`config.mk`:
```
export PLATFORM = sky130hd
export DESIGN_NAME = smm_csr_pack_flat
export DESIGN_NICKNAME = d
export VERILOG_FILES = /design/src/rtl/smm_pkg.sv /design/src/rtl/smm_csr_pack_if.sv /design/src/rtl/smm_csr_ptr_rf.sv /design/src/rtl/smm_csr_pack.sv /design/src/flat_wrapper.sv
export SDC_FILE = /design/constraint.sdc
export NUM_CORES = 1
export LEC_CHECK = 0
export ABC_AREA = 1
export CORE_MARGIN = 8
export CORE_UTILIZATION = 49
export DETAILED_ROUTE_END_ITERATION = 8
export HOLD_SLACK_MARGIN = 0.1
export PLACE_DENSITY = 0.68
export RECOVER_POWER = 25
export SYNTH_ARGS = -nofsm -noshare
export SYNTH_HDL_FRONTEND = slang
export SYNTH_SLANG_ARGS = --single-unit
export TNS_END_PERCENT = 20
```
`constraint.sdc`:
```
create_clock -name clk -period 2.85 [get_ports clk]
set_input_delay 0.4275 -clock clk [delete_from_list [all_inputs] [get_ports clk]]
set_output_delay 0.4275 -clock clk [all_outputs]
set_load 0.02 [all_outputs]
```
`src/rtl/smm_pkg.sv`:
```
// Shared constants and FSM state type for the sparse matrix multiplier datapath.
package smm_pkg;

  localparam int SIZE_SMALL = 16;
  localparam int SIZE_LARGE = 32;
  localparam int ROW_W      = 5;
  localparam int VAL_W      = 9;
  localparam int PTR_W      = 11;

  typedef enum logic [1:0] {
    IDLE    = 2'd0,
    COLLECT = 2'd1,
    FILL    = 2'd2,
    DRAIN   = 2'd3
  } csr_state_e;

endpackage

```
`src/rtl/smm_csr_pack_if.sv`:
```
// Triplet-in / CSR-out bus of the CSR repacker. No backpressure anywhere.
interface smm_csr_pack_if #(parameter int PTR_W = 11);
  import smm_pkg::*;

  logic             in_valid_size;
  logic             in_size;
  logic             in_valid;
  logic [ROW_W-1:0] in_row;
  logic [ROW_W-1:0] in_col;
  logic [VAL_W-1:0] in_val;
  logic             in_flush;
  logic             out_nz_valid;
  logic [ROW_W-1:0] out_nz_col;
  logic [VAL_W-1:0] out_nz_val;
  logic             out_ptr_valid;
  logic [PTR_W-1:0] out_ptr;
  logic             out_ptr_last;
  logic             out_err;

  modport master (
    output in_valid_size, in_size, in_valid, in_row, in_col, in_val, in_flush,
    input  out_nz_valid, out_nz_col, out_nz_val, out_ptr_valid, out_ptr,
           out_ptr_last, out_err
  );

  modport slave (
    input  in_valid_size, in_size, in_valid, in_row, in_col, in_val, in_flush,
    output out_nz_valid, out_nz_col, out_nz_val, out_ptr_valid, out_ptr,
           out_ptr_last, out_err
  );

endinterface

```
`src/rtl/smm_csr_ptr_rf.sv`:
```
// Row-pointer register file: one range-fill write port (every entry with
// lo <= index <= hi takes the data in the same cycle) and one async read port.
module smm_csr_ptr_rf #(
  parameter int DEPTH = 33,
  parameter int PTR_W = 11,
  parameter int IDX_W = 6
) (
  input  logic             clk,
  input  logic             wr_en,
  input  logic [IDX_W-1:0] wr_lo,
  input  logic [IDX_W-1:0] wr_hi,
  input  logic [PTR_W-1:0] wr_data,
  input  logic [IDX_W-1:0] rd_addr,
  output logic [PTR_W-1:0] rd_data
);

  logic [PTR_W-1:0] mem_r [DEPTH];

  // Range fill: contents need no reset, every frame start clears them.
  always_ff @(posedge clk) begin
    for (int i = 0; i < DEPTH; i++) begin
      if (wr_en && (IDX_W'(i) >= wr_lo) && (IDX_W'(i) <= wr_hi)) begin
        mem_r[i] <= wr_data;
      end
    end
  end

  assign rd_data = (rd_addr < IDX_W'(DEPTH)) ? mem_r[rd_addr] : {PTR_W{1'b0}};

endmodule

```
`src/rtl/smm_csr_pack.sv`:
```
// Repacks the row-major (row, col, val) result stream into CSR: entries are
// forwarded one cycle after input, row pointers are drained after a flush.
// Optional ordering/range checker enabled by macro SMM_CSR_CHECK_EN.
module smm_csr_pack #(
  parameter int DIM_MAX = 32,
  parameter int PTR_W   = 11
) (
  input  logic           clk,
  input  logic           rst_n,
  smm_csr_pack_if.slave  bus
);
  import smm_pkg::*;

  localparam int               IDX_W   = $clog2(DIM_MAX + 1);
  localparam logic [IDX_W-1:0] IDX_ONE = IDX_W'(1);
  localparam logic [PTR_W-1:0] NNZ_MAX = {PTR_W{1'b1}};

  csr_state_e       state_r, state_s;
  logic [IDX_W-1:0] n_r;
  logic [PTR_W-1:0] nnz_r;
  logic [ROW_W-1:0] cur_row_r;
  logic [IDX_W-1:0] idx_r;

  logic             start_s, accept_s, jump_s;
  logic [IDX_W-1:0] row_ext_s, col_ext_s, cur_ext_s;

  logic             wr_en_s;
  logic [IDX_W-1:0] wr_lo_s, wr_hi_s, rd_addr_s;
  logic [PTR_W-1:0] wr_data_s, rd_data_s;

  logic             nz_valid_s, ptr_valid_s, ptr_last_s;
  logic [ROW_W-1:0] nz_col_s;
  logic [VAL_W-1:0] nz_val_s;
  logic             nz_valid_r, ptr_valid_r, ptr_last_r;
  logic [ROW_W-1:0] nz_col_r;
  logic [VAL_W-1:0] nz_val_r;
  logic [PTR_W-1:0] ptr_r;

  assign start_s   = bus.in_valid_size && ((state_r == IDLE) || (state_r == COLLECT));
  assign accept_s  = bus.in_valid && (state_r == COLLECT) && !start_s;
  assign jump_s    = accept_s && (bus.in_row > cur_row_r);
  assign row_ext_s = IDX_W'(bus.in_row);
  assign col_ext_s = IDX_W'(bus.in_col);
  assign cur_ext_s = IDX_W'(cur_row_r);

  smm_csr_ptr_rf #(
    .DEPTH (DIM_MAX + 1),
    .PTR_W (PTR_W),
    .IDX_W (IDX_W)
  ) u_ptr_rf (
    .clk     (clk),
    .wr_en   (wr_en_s),
    .wr_lo   (wr_lo_s),
    .wr_hi   (wr_hi_s),
    .wr_data (wr_data_s),
    .rd_addr (rd_addr_s),
    .rd_data (rd_data_s)
  );

  // FSM state register.
  always_ff @(posedge clk) begin
    if (!rst_n) begin
      state_r <= IDLE;
    end else begin
      state_r <= state_s;
    end
  end

  // Next-state logic; a size strobe in COLLECT restarts the frame.
  always_comb begin
    state_s = state_r;
    case (state_r)
      IDLE: begin
        if (start_s) state_s = COLLECT;
        else         state_s = IDLE;
      end
      COLLECT: begin
        if (start_s)           state_s = COLLECT;
        else if (bus.in_flush) state_s = FILL;
        else                   state_s = COLLECT;
      end
      FILL: state_s = DRAIN;
      DRAIN: begin
        if (idx_r == n_r) state_s = IDLE;
        else              state_s = DRAIN;
      end
      default: state_s = IDLE;
    endcase
  end

  // Output/control logic: pointer-file writes and next values of the outputs.
  // ptr[0] is never written after the clear, so FILL can already emit it;
  // DRAIN then reads ptr[1..N] and the registered outputs land on the
  // flush+2 .. flush+2+N window.
  always_comb begin
    wr_en_s     = 1'b0;
    wr_lo_s     = {IDX_W{1'b0}};
    wr_hi_s     = {IDX_W{1'b0}};
    wr_data_s   = {PTR_W{1'b0}};
    rd_addr_s   = idx_r;
    ptr_valid_s = 1'b0;
    ptr_last_s  = 1'b0;
    nz_valid_s  = accept_s;
    nz_col_s    = bus.in_col;
    nz_val_s    = bus.in_val;
    case (state_r)
      IDLE, COLLECT: begin
        if (start_s) begin
          wr_en_s = 1'b1;
          wr_hi_s = IDX_W'(DIM_MAX);
        end else if (jump_s) begin
          wr_en_s   = 1'b1;
          wr_lo_s   = cur_ext_s + IDX_ONE;
          wr_hi_s   = row_ext_s;
          wr_data_s = nnz_r;
        end else begin
          wr_en_s = 1'b0;
        end
      end
      FILL: begin
        wr_en_s     = 1'b1;
        wr_lo_s     = cur_ext_s + IDX_ONE;
        wr_hi_s     = n_r;
        wr_data_s   = nnz_r;
        rd_addr_s   = {IDX_W{1'b0}};
        ptr_valid_s = 1'b1;
      end
      DRAIN: begin
        ptr_valid_s = 1'b1;
        ptr_last_s  = (idx_r == n_r);
      end
      default: begin
        ptr_valid_s = 1'b0;
      end
    endcase
  end

  // Frame counters: dimension, saturating nonzero count, current row, drain index.
  always_ff @(posedge clk) begin
    if (!rst_n) begin
      n_r       <= IDX_W'(SIZE_SMALL);
      nnz_r     <= {PTR_W{1'b0}};
      cur_row_r <= {ROW_W{1'b0}};
      idx_r     <= {IDX_W{1'b0}};
    end else if (start_s) begin
      n_r       <= bus.in_size ? IDX_W'(SIZE_LARGE) : IDX_W'(SIZE_SMALL);
      nnz_r     <= {PTR_W{1'b0}};
      cur_row_r <= {ROW_W{1'b0}};
      idx_r     <= {IDX_W{1'b0}};
    end else if (accept_s) begin
      if (nnz_r != NNZ_MAX) nnz_r <= nnz_r + {{(PTR_W-1){1'b0}}, 1'b1};
      if (jump_s) cur_row_r <= bus.in_row;
    end else if (state_r == FILL) begin
      idx_r <= IDX_ONE;
    end else if (state_r == DRAIN) begin
      idx_r <= idx_r + IDX_ONE;
    end
  end

  // Registered outputs.
  always_ff @(posedge clk) begin
    if (!rst_n) begin
      nz_valid_r  <= 1'b0;
      nz_col_r    <= {ROW_W{1'b0}};
      nz_val_r    <= {VAL_W{1'b0}};
      ptr_valid_r <= 1'b0;
      ptr_r       <= {PTR_W{1'b0}};
      ptr_last_r  <= 1'b0;
    end else begin
      nz_valid_r  <= nz_valid_s;
      nz_col_r    <= nz_valid_s ? nz_col_s : {ROW_W{1'b0}};
      nz_val_r    <= nz_valid_s ? nz_val_s : {VAL_W{1'b0}};
      ptr_valid_r <= ptr_valid_s;
      ptr_r       <= ptr_valid_s ? rd_data_s : {PTR_W{1'b0}};
      ptr_last_r  <= ptr_last_s;
    end
  end

  assign bus.out_nz_valid  = nz_valid_r;
  assign bus.out_nz_col    = nz_col_r;
  assign bus.out_nz_val    = nz_val_r;
  assign bus.out_ptr_valid = ptr_valid_r;
  assign bus.out_ptr       = ptr_r;
  assign bus.out_ptr_last  = ptr_last_r;

`ifdef SMM_CSR_CHECK_EN
  logic [ROW_W-1:0] last_col_r;
  logic             last_col_vld_r;
  logic             err_r;
  logic             bad_s;

  // Offending triplet: row going backwards, out of range, or column not increasing.
  always_comb begin
    bad_s = 1'b0;
    if (accept_s) begin
      bad_s = (bus.in_row < cur_row_r) || (row_ext_s >= n_r) || (col_ext_s >= n_r) ||
              ((bus.in_row == cur_row_r) && last_col_vld_r && (bus.in_col <= last_col_r));
    end else begin
      bad_s = 1'b0;
    end
  end

  // Sticky error flag and last column seen in the current row.
  always_ff @(posedge clk) begin
    if (!rst_n) begin
      err_r          <= 1'b0;
      last_col_r     <= {ROW_W{1'b0}};
      last_col_vld_r <= 1'b0;
    end else if (start_s) begin
      err_r          <= 1'b0;
      last_col_r     <= {ROW_W{1'b0}};
      last_col_vld_r <= 1'b0;
    end else begin
      err_r <= err_r | bad_s;
      if (accept_s && (bus.in_row >= cur_row_r)) begin
        last_col_r     <= bus.in_col;
        last_col_vld_r <= 1'b1;
      end
    end
  end

  assign bus.out_err = err_r;
`else
  assign bus.out_err = 1'b0;
`endif

endmodule

```
`src/flat_wrapper.sv`:
```
// flat-port wrapper written by rule: the top's interface ports become plain ports
module smm_csr_pack_flat import smm_pkg::*;
#(
  parameter int DIM_MAX = 32,
  parameter int PTR_W   = 11
)
  (clk, rst_n, bus_in_valid_size, bus_in_size, bus_in_valid, bus_in_row, bus_in_col, bus_in_val, bus_in_flush, bus_out_nz_valid, bus_out_nz_col, bus_out_nz_val, bus_out_ptr_valid, bus_out_ptr, bus_out_ptr_last, bus_out_err);
  smm_csr_pack_if #(.PTR_W(PTR_W)) bus_i ();
  input  logic clk;
  input  logic rst_n;
  input wire logic [$bits(bus_i.in_valid_size)-1:0] bus_in_valid_size;
  input wire logic [$bits(bus_i.in_size)-1:0] bus_in_size;
  input wire logic [$bits(bus_i.in_valid)-1:0] bus_in_valid;
  input wire logic [$bits(bus_i.in_row)-1:0] bus_in_row;
  input wire logic [$bits(bus_i.in_col)-1:0] bus_in_col;
  input wire logic [$bits(bus_i.in_val)-1:0] bus_in_val;
  input wire logic [$bits(bus_i.in_flush)-1:0] bus_in_flush;
  output wire logic [$bits(bus_i.out_nz_valid)-1:0] bus_out_nz_valid;
  output wire logic [$bits(bus_i.out_nz_col)-1:0] bus_out_nz_col;
  output wire logic [$bits(bus_i.out_nz_val)-1:0] bus_out_nz_val;
  output wire logic [$bits(bus_i.out_ptr_valid)-1:0] bus_out_ptr_valid;
  output wire logic [$bits(bus_i.out_ptr)-1:0] bus_out_ptr;
  output wire logic [$bits(bus_i.out_ptr_last)-1:0] bus_out_ptr_last;
  output wire logic [$bits(bus_i.out_err)-1:0] bus_out_err;
  assign bus_i.in_valid_size = bus_in_valid_size;
  assign bus_i.in_size = bus_in_size;
  assign bus_i.in_valid = bus_in_valid;
  assign bus_i.in_row = bus_in_row;
  assign bus_i.in_col = bus_in_col;
  assign bus_i.in_val = bus_in_val;
  assign bus_i.in_flush = bus_in_flush;
  assign bus_out_nz_valid = bus_i.out_nz_valid;
  assign bus_out_nz_col = bus_i.out_nz_col;
  assign bus_out_nz_val = bus_i.out_nz_val;
  assign bus_out_ptr_valid = bus_i.out_ptr_valid;
  assign bus_out_ptr = bus_i.out_ptr;
  assign bus_out_ptr_last = bus_i.out_ptr_last;
  assign bus_out_err = bus_i.out_err;
  smm_csr_pack #(.DIM_MAX(DIM_MAX), .PTR_W(PTR_W)) u_core (.clk(clk), .rst_n(rst_n), .bus(bus_i));
endmodule
```
==> deck_impl_summary.md <==
Flow Results at a Glance

Setup path
  – CP Launch Type: register
  – Cell with the largest stage delay on the worst path: sky130_fd_sc_hd__clkbuf_2
  – CP endpoint kind: register
  – Worst flop-to-flop path endpoint: u_core.u_ptr_rf.mem_r[4][4]
  – Origin of the critical flop-to-flop path: u_core.cur_row_r[4]
  – Highest cell delay on the worst timing path: 0.64 ns
  – Cell count along the critical path: 10
  – CP Launch Point: u_core.cur_row_r[4]
  – Crit-path leading delay family: buffers and inverters
  – Worst reg2reg path depth: 10
  – Minimum setup slack among reg-to-reg paths: 0.15 ns
  – Critical path fanouts, max: 33
  – Cell breakdown of the critical path: inv_1 -> ha_1 -> nand2_1 -> nor2_2 -> nand2_1 -> nand3_2 -> nand2_2 -> clkbuf_2 -> a21oi_1 -> clkbuf_2
  – Crit path capture: u_core.u_ptr_rf.mem_r[4][4]
  – Required @ worst endpoint: 3.10 ns
  – Critical path start-end classification: reg2reg

Clocking
  – Clock sink count: 417
  – Root Buffer Master: sky130_fd_sc_hd__clkbuf_16
  – Total of hold buffers inserted after clock tree synthesis: 0
  – Number of buffers created by CTS: 44
  – Maximum clock insertion buffer count: 3
  – Resized Gates After CTS: 0
  – Post-CTS Setup Bufs: 0
  – Clock tree from TritonCTS: built
  – Source-to-sink clock delay at the later pin of the worst-skew pair: 0.57 ns
  – Clock H-tree levels: 2

Timing
  – Total Neg Setup Slack: 0 ns
  – Crit path setup slack, layout: 0.154 ns
  – Pins over their slew limit: 0
  – Pin slew with the least headroom to its limit: 1.03 ns
  – Peak Freq: 0.371 GHz
  – Setup repair after global routing missed its margin: false
  – Final tally of hold violations: 0
  – Clock skew: 0.0163 ns
  – Slew margin rel.: 0.312
  – Final setup fails: 0

Synth
  – Cell area after synthesis: 19100 µm²
  – Asr flop ratio synth: 0
  – Number of cells in Yosys stat: 2019
  – Synthesis area per yosys: 19100 µm²
  – Number of enable flip-flop cells: 363
  – Main flop type after synthesis: sky130_fd_sc_hd__edfxtp_1
  – Synth warn: 0
  – Net count of the mapped netlist: 2053
  – Number of synthesized register bits: 417
  – Most frequent cell after synthesis: sky130_fd_sc_hd__nand2_1
  – Biggest area consumer among synthesized cells: sky130_fd_sc_hd__edfxtp_1
  – Yosys cell types: 41
  – Sequential share of the synthesized area: 0.628
  – Number of cells produced by synthesis: 2019
  – Average cell area after synthesis: 9.45 µm²

Global routing
  – Met1 Usage GRT: 0.301
  – Busiest layer in global routing: met2
  – Number of antenna violations at the first check in global routing: 1
  – Total global routing overflow: 0
  – Maximum number of pins on one net before global-route repair: 84
  – Global routing met3 resource utilization: 0.0436
  – Global routing usage on met2: 0.350
  – Global-route wire length before repair: 76600 µm
  – Number of global-route vias before repair: 13600
  – Total routing usage reported by global routing: 0.219

Worst hold path
  – Critical hold path startpoint: bus_in_val[8]
  – Worst hold-check path type: in2reg
  – Endpoint of the worst hold-timing path: u_core.bus.out_nz_val[8]

Final layout
  – Fill cell instance count of the final layout: 3326
  – Final core utilization: 0.579
  – Register containing the most flip-flops in the final layout: u_core.u_ptr_rf.mem_r
  – Share of post-route cells with drive strength above 1: 0.105
  – Nets: 2193
  – Most used cells in the layout excluding fill and tap cells: 503 x sky130_fd_sc_hd__nand2_1, 363 x sky130_fd_sc_hd__edfxtp_1, 296 x sky130_fd_sc_hd__inv_1
  – Final non-filler cell total: 2709

Run
  – OpenROAD warnings: 28
  – # Max-Cap Violations: 0

Route
  – M1 WL: 21500 µm
  – Post-detailed-route wirelength per cell: 18.4 µm
  – Number of remaining DRC errors: 0
  – Iter 0 DRT Violations: 1435
  – Met2 layer wire length in the routed design: 22500 µm
  – Vias/cell: 5.22
  – Number of detailed-routing iterations run before antenna repair: 6
  – Routed met3 length: 4280 µm

Outcome
  – Run status: finished, final reports clean

Place
  – Routability Congestion: 0.956
  – Cell area reported after detailed placement: 21200 µm²
  – Number of buffers added on ports: 52
  – Estimated wirelength of the detail-placed design: 32500 µm

Floorplan
  – Chip area: 45500 µm²
  – Die width: 213 µm
  – Die boundary height: 213 µm
  – Rows: 72

Pwr
  – Clock power share: 0.409
  – Sw power: 0.00314 W
  – Sequential power share: 0.512
  – Combinational Power Share: 0.079
  – Leading power group: sequential cells
  – Net Sw Frac: 0.227
  – Internal power: 0.0107 W
  – Comb. pwr: 0.00109 W
  – Largest voltage drop on the vdd net: 0.506 mV
  – Power Dens Cells: 620 nW/µm²
  – Clock group total power: 0.00566 W
  – Final Total Pwr: 0.0138 W
-- logic make-up (layout without fill, tap and decap cells) --
logic type,after synthesis,in the layout,share of synthesized area
compound gates,104,104,0.0297
xor+xnor,5,5,0.00230
fa+ha+maj,9,9,0.00590
buf+inv,397,569,0.0859
flops,417,417,0.628
other cells,1,1,0.000197
simple gates,1086,1086,0.248
-- layout make-up --
type | instances | area (µm²) | area share
Sequential cell | 417 | 12000 | 0.537
Multi-Input combinational cell | 1205 | 5480 | 0.245
Clock buffer | 50 | 1140 | 0.0513
Inverter | 308 | 1160 | 0.0519
Timing Repair inverter | 1 | 7.51 | 0.000336
Clock inverter | 28 | 273 | 0.0122
Timing Repair Buffer | 182 | 1640 | 0.0733
Tap cell | 518 | 648 | 0.0290
**The metal 1 layer**

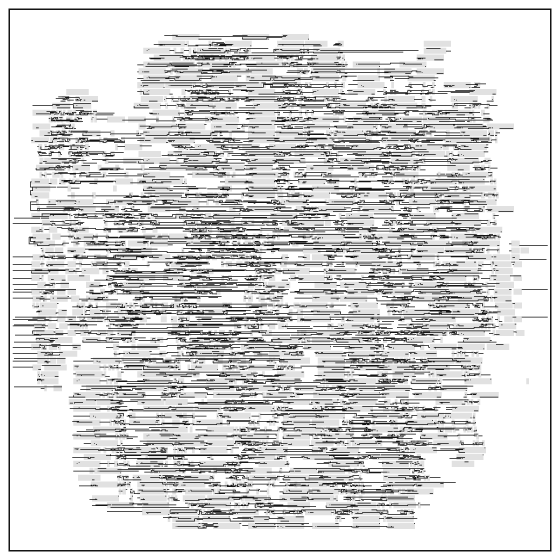
nets with wire on the layer: 2066
share of all routed wire: 43%

**Signal wires on met2**

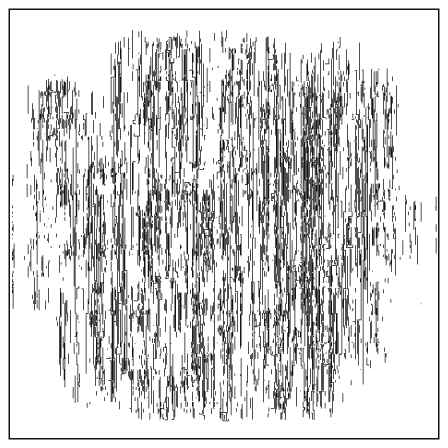
nets with wire on the layer: 1621
main direction: vertical

**M4 wires**

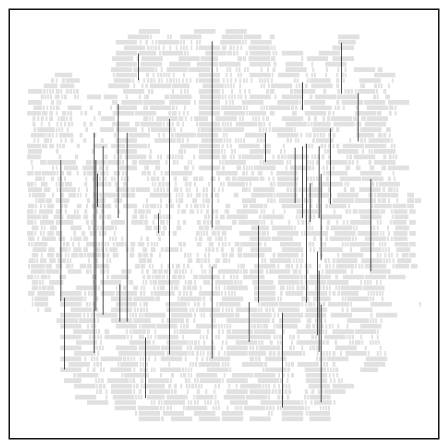
longest straight run: 117 µm
wire length on this layer: 1500 µm
wire length after detailed routing: 49800 µm
vias: 14100

**Cell density map**

The bar under the picture is 50 µm long. 21 x 21 tiles, from dark blue (low) to red (high), 0 to 100% covered.
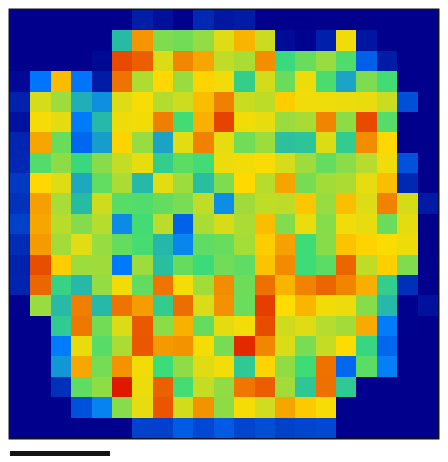
mean over tiles: 48%
fullest tile: 97%
tiles over 75% full: 19%
placeable core area: 38600 µm²
Initial Utilization: 0.495

Power is estimated from default activity; no workload was simulated.
